--- src/rtl/cdb_slot_scheduler_if.sv ---
// Handshake bundle between the issue queues and the CDB slot scheduler.
// master = queue side (drives ready), slave = scheduler side (drives grants and CDB owner).
interface cdb_slot_scheduler_if;
  logic       ready_int;
  logic       ready_mult;
  logic       ready_div;
  logic       ready_mem;
  logic       issue_int;
  logic       issue_mult;
  logic       issue_div;
  logic       issue_mem;
  logic [3:0] cdb_sel;
  logic       cdb_valid;

  modport master (
    output ready_int, ready_mult, ready_div, ready_mem,
    input  issue_int, issue_mult, issue_div, issue_mem, cdb_sel, cdb_valid
  );

  modport slave (
    input  ready_int, ready_mult, ready_div, ready_mem,
    output issue_int, issue_mult, issue_div, issue_mem, cdb_sel, cdb_valid
  );
endinterface

--- src/rtl/cdb_slot_scheduler.sv ---
// Common-data-bus slot scheduler: books the CDB cycle each unit will broadcast in,
// using an 8-entry shifting reservation register, and grants issue only into free slots.
module cdb_slot_scheduler #(
  parameter int LAT_INT  = 1,
  parameter int LAT_MEM  = 3,
  parameter int LAT_MULT = 3,
  parameter int LAT_DIV  = 6
) (
  input logic               clk,
  input logic               rst,
  cdb_slot_scheduler_if.slave bus
);

  localparam logic [1:0] ID_INT  = 2'd0;
  localparam logic [1:0] ID_MULT = 2'd1;
  localparam logic [1:0] ID_DIV  = 2'd2;
  localparam logic [1:0] ID_MEM  = 2'd3;

  typedef struct packed {
    logic       valid;
    logic [1:0] id;
  } slot_t;

  slot_t [7:0] r_q, r_d, r_shift;
  logic  [2:0] div_busy_q, div_busy_d;
  logic        prio_mem_q, prio_mem_d;

  logic elig_int, elig_mult, elig_div, elig_mem;
  logic grant_int, grant_mult, grant_div, grant_mem;
  logic contested;
  logic [3:0] cdb_sel;

  // Grants are gated by rst so nothing issues while reset is held, whatever ready says.
  assign elig_int  = rst & bus.ready_int  & ~r_q[LAT_INT].valid;
  assign elig_mult = rst & bus.ready_mult & ~r_q[LAT_MULT].valid;
  assign elig_mem  = rst & bus.ready_mem  & ~r_q[LAT_MEM].valid;
  assign elig_div  = rst & bus.ready_div  & ~r_q[LAT_DIV].valid & (div_busy_q == 3'd0);

  assign contested  = elig_mem & elig_mult;
  assign grant_int  = elig_int;
  assign grant_div  = elig_div;
  assign grant_mem  = elig_mem  & (~elig_mult | prio_mem_q);
  assign grant_mult = elig_mult & (~elig_mem  | ~prio_mem_q);

  assign bus.issue_int  = grant_int;
  assign bus.issue_mult = grant_mult;
  assign bus.issue_div  = grant_div;
  assign bus.issue_mem  = grant_mem;

  for (genvar gi = 0; gi < 7; gi++) begin : g_shift
    assign r_shift[gi] = r_q[gi+1];
  end
  assign r_shift[7] = '0;

  // A grant books slot L-1 of the shifted register, i.e. the slot that was R[L] this cycle.
  always_comb begin
    r_d = r_shift;
    if (grant_int)  r_d[LAT_INT-1]  = {1'b1, ID_INT};
    if (grant_mult) r_d[LAT_MULT-1] = {1'b1, ID_MULT};
    if (grant_mem)  r_d[LAT_MEM-1]  = {1'b1, ID_MEM};
    if (grant_div)  r_d[LAT_DIV-1]  = {1'b1, ID_DIV};
  end

  always_comb begin
    div_busy_d = div_busy_q;
    if (grant_div) begin
      div_busy_d = 3'(LAT_DIV - 1);
    end else if (div_busy_q != 3'd0) begin
      div_busy_d = div_busy_q - 3'd1;
    end
  end

  always_comb begin
    prio_mem_d = prio_mem_q;
    if (contested) prio_mem_d = ~prio_mem_q;
  end

  always_ff @(posedge clk or negedge rst) begin
    if (!rst) begin
      r_q        <= '0;
      div_busy_q <= 3'd0;
      prio_mem_q <= 1'b1;
    end else begin
      r_q        <= r_d;
      div_busy_q <= div_busy_d;
      prio_mem_q <= prio_mem_d;
    end
  end

  always_comb begin
    cdb_sel = 4'b0000;
    if (r_q[0].valid) cdb_sel[r_q[0].id] = 1'b1;
  end

  assign bus.cdb_sel   = cdb_sel;
  assign bus.cdb_valid = |cdb_sel;

endmodule

--- src/flat_wrapper.sv ---
// flat-port wrapper written by rule: the top's interface ports become plain ports
module cdb_slot_scheduler_flat 
#(
  parameter int LAT_INT  = 1,
  parameter int LAT_MEM  = 3,
  parameter int LAT_MULT = 3,
  parameter int LAT_DIV  = 6
)
  (clk, rst, bus_ready_int, bus_ready_mult, bus_ready_div, bus_ready_mem, bus_issue_int, bus_issue_mult, bus_issue_div, bus_issue_mem, bus_cdb_sel, bus_cdb_valid);
  cdb_slot_scheduler_if bus_i ();
  input logic clk;
  input logic rst;
  input wire logic [$bits(bus_i.ready_int)-1:0] bus_ready_int;
  input wire logic [$bits(bus_i.ready_mult)-1:0] bus_ready_mult;
  input wire logic [$bits(bus_i.ready_div)-1:0] bus_ready_div;
  input wire logic [$bits(bus_i.ready_mem)-1:0] bus_ready_mem;
  output wire logic [$bits(bus_i.issue_int)-1:0] bus_issue_int;
  output wire logic [$bits(bus_i.issue_mult)-1:0] bus_issue_mult;
  output wire logic [$bits(bus_i.issue_div)-1:0] bus_issue_div;
  output wire logic [$bits(bus_i.issue_mem)-1:0] bus_issue_mem;
  output wire logic [$bits(bus_i.cdb_sel)-1:0] bus_cdb_sel;
  output wire logic [$bits(bus_i.cdb_valid)-1:0] bus_cdb_valid;
  assign bus_i.ready_int = bus_ready_int;
  assign bus_i.ready_mult = bus_ready_mult;
  assign bus_i.ready_div = bus_ready_div;
  assign bus_i.ready_mem = bus_ready_mem;
  assign bus_issue_int = bus_i.issue_int;
  assign bus_issue_mult = bus_i.issue_mult;
  assign bus_issue_div = bus_i.issue_div;
  assign bus_issue_mem = bus_i.issue_mem;
  assign bus_cdb_sel = bus_i.cdb_sel;
  assign bus_cdb_valid = bus_i.cdb_valid;
  cdb_slot_scheduler #(.LAT_INT(LAT_INT), .LAT_MEM(LAT_MEM), .LAT_MULT(LAT_MULT), .LAT_DIV(LAT_DIV)) u_core (.clk(clk), .rst(rst), .bus(bus_i));
endmodule
--- config.mk ---
export PLATFORM = sky130hd
export DESIGN_NAME = cdb_slot_scheduler_flat
export DESIGN_NICKNAME = d
export VERILOG_FILES = /design/src/rtl/cdb_slot_scheduler_if.sv /design/src/rtl/cdb_slot_scheduler.sv /design/src/flat_wrapper.sv
export SDC_FILE = /design/constraint.sdc
export NUM_CORES = 1
export LEC_CHECK = 0
export CAP_MARGIN = 40
export CORE_ASPECT_RATIO = 0.75
export CORE_MARGIN = 2
export CORE_UTILIZATION = 35
export DETAILED_ROUTE_END_ITERATION = 8
export PLACE_DENSITY = 0.61
export SETUP_SLACK_MARGIN = 0.05
export SYNTH_ARGS = -nofsm -noshare
export SYNTH_HDL_FRONTEND = slang
export SYNTH_SLANG_ARGS = --single-unit
--- constraint.sdc ---
create_clock -name clk -period 1.6 [get_ports clk]
set_clock_uncertainty 0.2 [all_clocks]
set_input_delay 0.4 -clock clk [delete_from_list [all_inputs] [get_ports clk]]
set_output_delay 0.4 -clock clk [all_outputs]
set_load 0.03 [all_outputs]
Figure 1. Placement density heat map.
11 x 8 tiles, from black (low) to pale yellow (high), 0 to 100% covered.
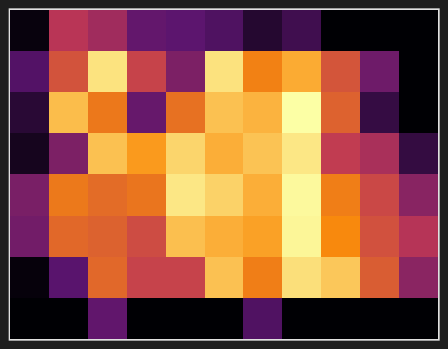
17% of the tiles are nearly empty. The mean over all tiles is 48%. The fullest tile reaches 100%.
Final Util: 62.6%
core utilization before placement: 36.8%
Core Region: 1710 um^2

Figure 2. Cell sizes after repair.
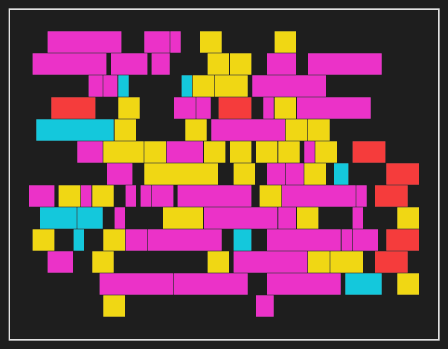
Key: cyan = _2 cells [cells 9]; magenta = _0 and _1 cells [cells 45]; yellow = _3 and _4 cells [cells 36]; red = _6 and larger [cells 7]

Figure 3. Cell classes on the final placement.
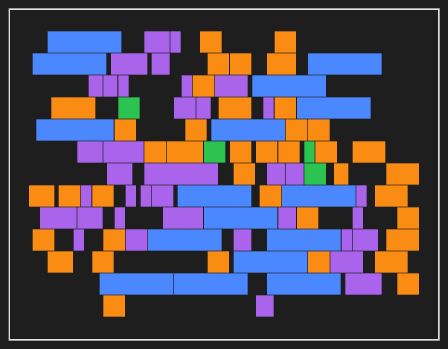
Key: purple = combinational and other logic [cells 37, share of their area 27%]; green = clock drivers and dummy loads [cells 4, share of their area 2.5%]; blue = flops [cells 16, share of their area 39%]; orange = other buffers and delay cells [cells 40, share of their area 32%]
row cnt: 13
Final Cell Area: 1070 um^2
sequential fraction of total cell area: 37.5%

Figure 4. Where the registers sit.
Other sequential cells in the stronger gray, the rest of the logic in the fainter gray.
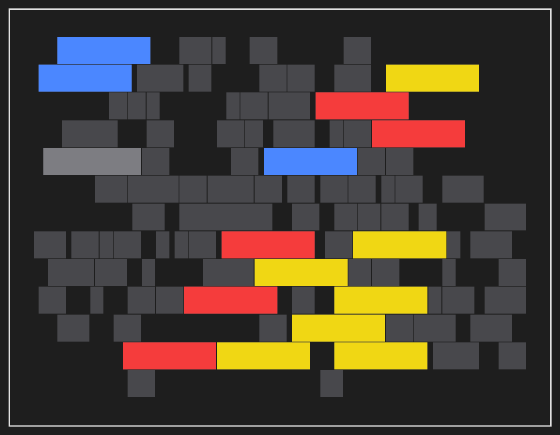
Key: yellow = u_core.r_q [flops 7]; blue = u_core.div_busy_q [flops 3]; red = u_core.r_d [flops 5]
Another 1 sequential cells are not colored.

==> results_slide.txt <==
Implementation Results

Outcome
  • Status: finished with violations
  • Failing checks: setup timing

Synthesis
  • Yosys aoi share: 8.17%
  • Top cells by count: dfrtp_1 (15), nor2_1 (6), inv_1 (5), a21oi_1 (3), nand2_1 (3)
  • Adder Area Share: approximately 4%
  • Most common cell in the netlist: dfrtp_1
  • Post-synth EDFFs: 0
  • Synth Area in Simple Gates: between 10% and 20%
  • Mux area share: 0%
  • Synth warn: 0
  • Post-synth seq share: a little under two thirds
  • Max-area cell share: approximately three fifths
  • Fraction of registers with async set/reset: 100%
  • Yosys stat area: around 630 um^2
  • Top cells by area: dfrtp_1 (60%), dfstp_2 (4.2%), ha_1 (4.0%), nor2_1 (3.6%), inv_1 (3.0%)
  • Post-Syn Area per Cell: between 10 and 15 um^2
  • Synth Area in XOR/XNOR: ~1.4%
  • Ys flop type: dfrtp_1
  • Seq cells post-synth: 16
  • Logic family by area: simple AND/OR/NAND/NOR gates
  • Area leader, netlist: dfrtp_1
  • Post-Syn Area: 628 um^2
  • Number of nets at floorplan: about 62
  • Yosys cell count: ~54

Setup path
  • Worst R2R Start: u_core.div_busy_q[0]
  • Critical Path Fanout Max: 3
  • R2R Path End: u_core.div_busy_q[2]
  • Worst Path Required: 1.00 ns
  • Worst-path cell chain: inv_2 > ha_4 > nand2b_4 > nor2_4 > buf_6
  • Worst setup EP type: output pin
  • Max stage delay on crit path: 0.42 ns
  • Critical Path End: bus_issue_div
  • Worst R2R Path Depth: 6
  • CP arrival: ~1.2 ns
  • Max stage delay cell, worst path: dfrtp_1
  • Worst reg-to-reg setup slack: 0.13 ns
  • Crit. Startpoint: u_core.div_busy_q[0]
  • CP Class: flop to output pin

Pwr
  • Max rail drop VDD: roughly 0.70 mV
  • Leakage: between 0.0005 and 0.0006 uW
  • Power per cell area: 1250 nW/um^2

STA
  • Setup slack after layout: -0.231 ns
  • Slew Viols, Final: 0
  • Slew of the pin with the lowest slew margin: 0.161 ns
  • Fin. Hold Viols: 0
  • Unrepaired setup endpoints after global routing: true
  • Final tally of setup violations: 8
  • Cycle use final: 114%
  • Setup tns final: -0.861 ns
  • Max Fclk: 546 MHz
  • Final Critical Period: approximately 1.8 ns
  • Rel. slew slack: roughly nine tenths

Route
  • Wirelength per Cell: ~11 um
  • Antenna Nets Post-Route: 0
  • Vias: about 520
  • Vias per cell: approximately 4.4
  • Drt total wl: around 1300 um
  • DRC: 0
  • DR iter-0 viols: 10
  • Pre-antenna DRT Iters: 4

Min path
  • Hold Path Class: primary input to asynchronous set/reset pin

CTS
  • Clk Latency, worst-skew pair: ~0.28 ns
  • Reg clk slew, reported paths: ~0.09 ns
  • Max Root-Sink Buffers: 2
  • Num CTS Buffers: 3
  • Clk sink count: 16
  • Post-CTS Setup Inserts: 13
  • Post-CTS resize count: 26
  • H-tree depth: 1
  • Root Buffer: clkbuf_4
  • CTS tree: done

Final layout
  • Nets@finish: around 110
  • Diode count: 0
  • Logic area: roughly 260 um^2
  • Fillers: about 150
  • Storage element area: between 400 and 500 um^2
  • Area Overhead vs Synth: 70.3%
  • Layout cells sized above 1: a little over half

Global routing
  • Vias in the first global route: between 400 and 500
  • Gr ovfl total: 0
  • GRT Total Usage: around 15%
  • First-pass GRT wire length: approximately 2100 um
  • Initial antenna violation count: 0
  • Largest net degree at the start of global routing: 10

Job
  • Max Cap Viol: 0
  • OpenROAD warnings: 30

Floorplanning
  • Die span in x: 52.9 um
  • Die Area: between 2000 and 2500 um^2
  • I/O pin count: 15

Placed design
  • Place WS: -0.520 ns
  • Port bufs: 14
  • Post-detail-place hpwl: a little under 800 um
  • GPL Wtd Cong: around 0.66
flip-flops by register name, summed over array words and instances (netlist names):
| name | cells |
|---|---|
| u_core.prio_mem_q | 1 |
| u_core.r_d | 5 |
| u_core.r_q | 7 |
| u_core.div_busy_q | 3 |
layout make-up:
class                      count  area share (%)
inverter                       5            1.75
clock buffer                   4            2.46
sequential                    16            37.5
timing repair buffer          40            31.6
multi-input combinational     32            24.1
tap                           22            2.57
layout by cell type, fill, tap and decap left out, drive strengths merged, types with 3 or more instances in the layout:
master	n
a21oi	3
dfrtp	15
clkbuf	4
nand2	3
inv	5
nor2	6
buf	36
nand2b	3
where the power goes:
group	internal [uW]	switching [uW]	leakage, uW
Combinational	305	239	0.000335
Clock	96.8	124	0.0000150
Sequential	508	69.1	0.000200
routing by layer:
| metal | wire [um] | track usage (%) | vias up | part of all wire [%] |
|---|---|---|---|---|
| li1 | - | - | 265 | - |
| met1 | 606 | 18.7 | 237 | 46 |
| met2 | 629 | 23.1 | 17 | 47 |
| met3 | 89 | 6.93 | 0 | 6.7 |
| met4 | 0 | 5.77 | 0 | 0 |
| met5 | 0 | 0 | - | 0 |
worst max-delay path: cells and delay by family (launching register included):
kind,cells,cell delay [ns]
fa+ha+maj,1,0.15
buf+inv,2,0.22
flops,1,0.42
simple gates,2,0.16
through the flow:
step / cell area [um^2] / power, uW / cells / hold slack (ns)
6_report: 1070 / 1340 / 119 / 0.0846
4_1_cts: 1050 / 1310 / 118 / 0.156
2_1_floorplan: 646 / 806 / 54 / -0.0956
3_5_place_dp: 870 / 953 / 100 / 0.135
5_1_grt: 1070 / 1440 / 119 / 0.0889
3_3_place_gp: 870 / 945 / 100 / 0.132
Power figures rest on the tool's default switching activity, not on a simulated workload.
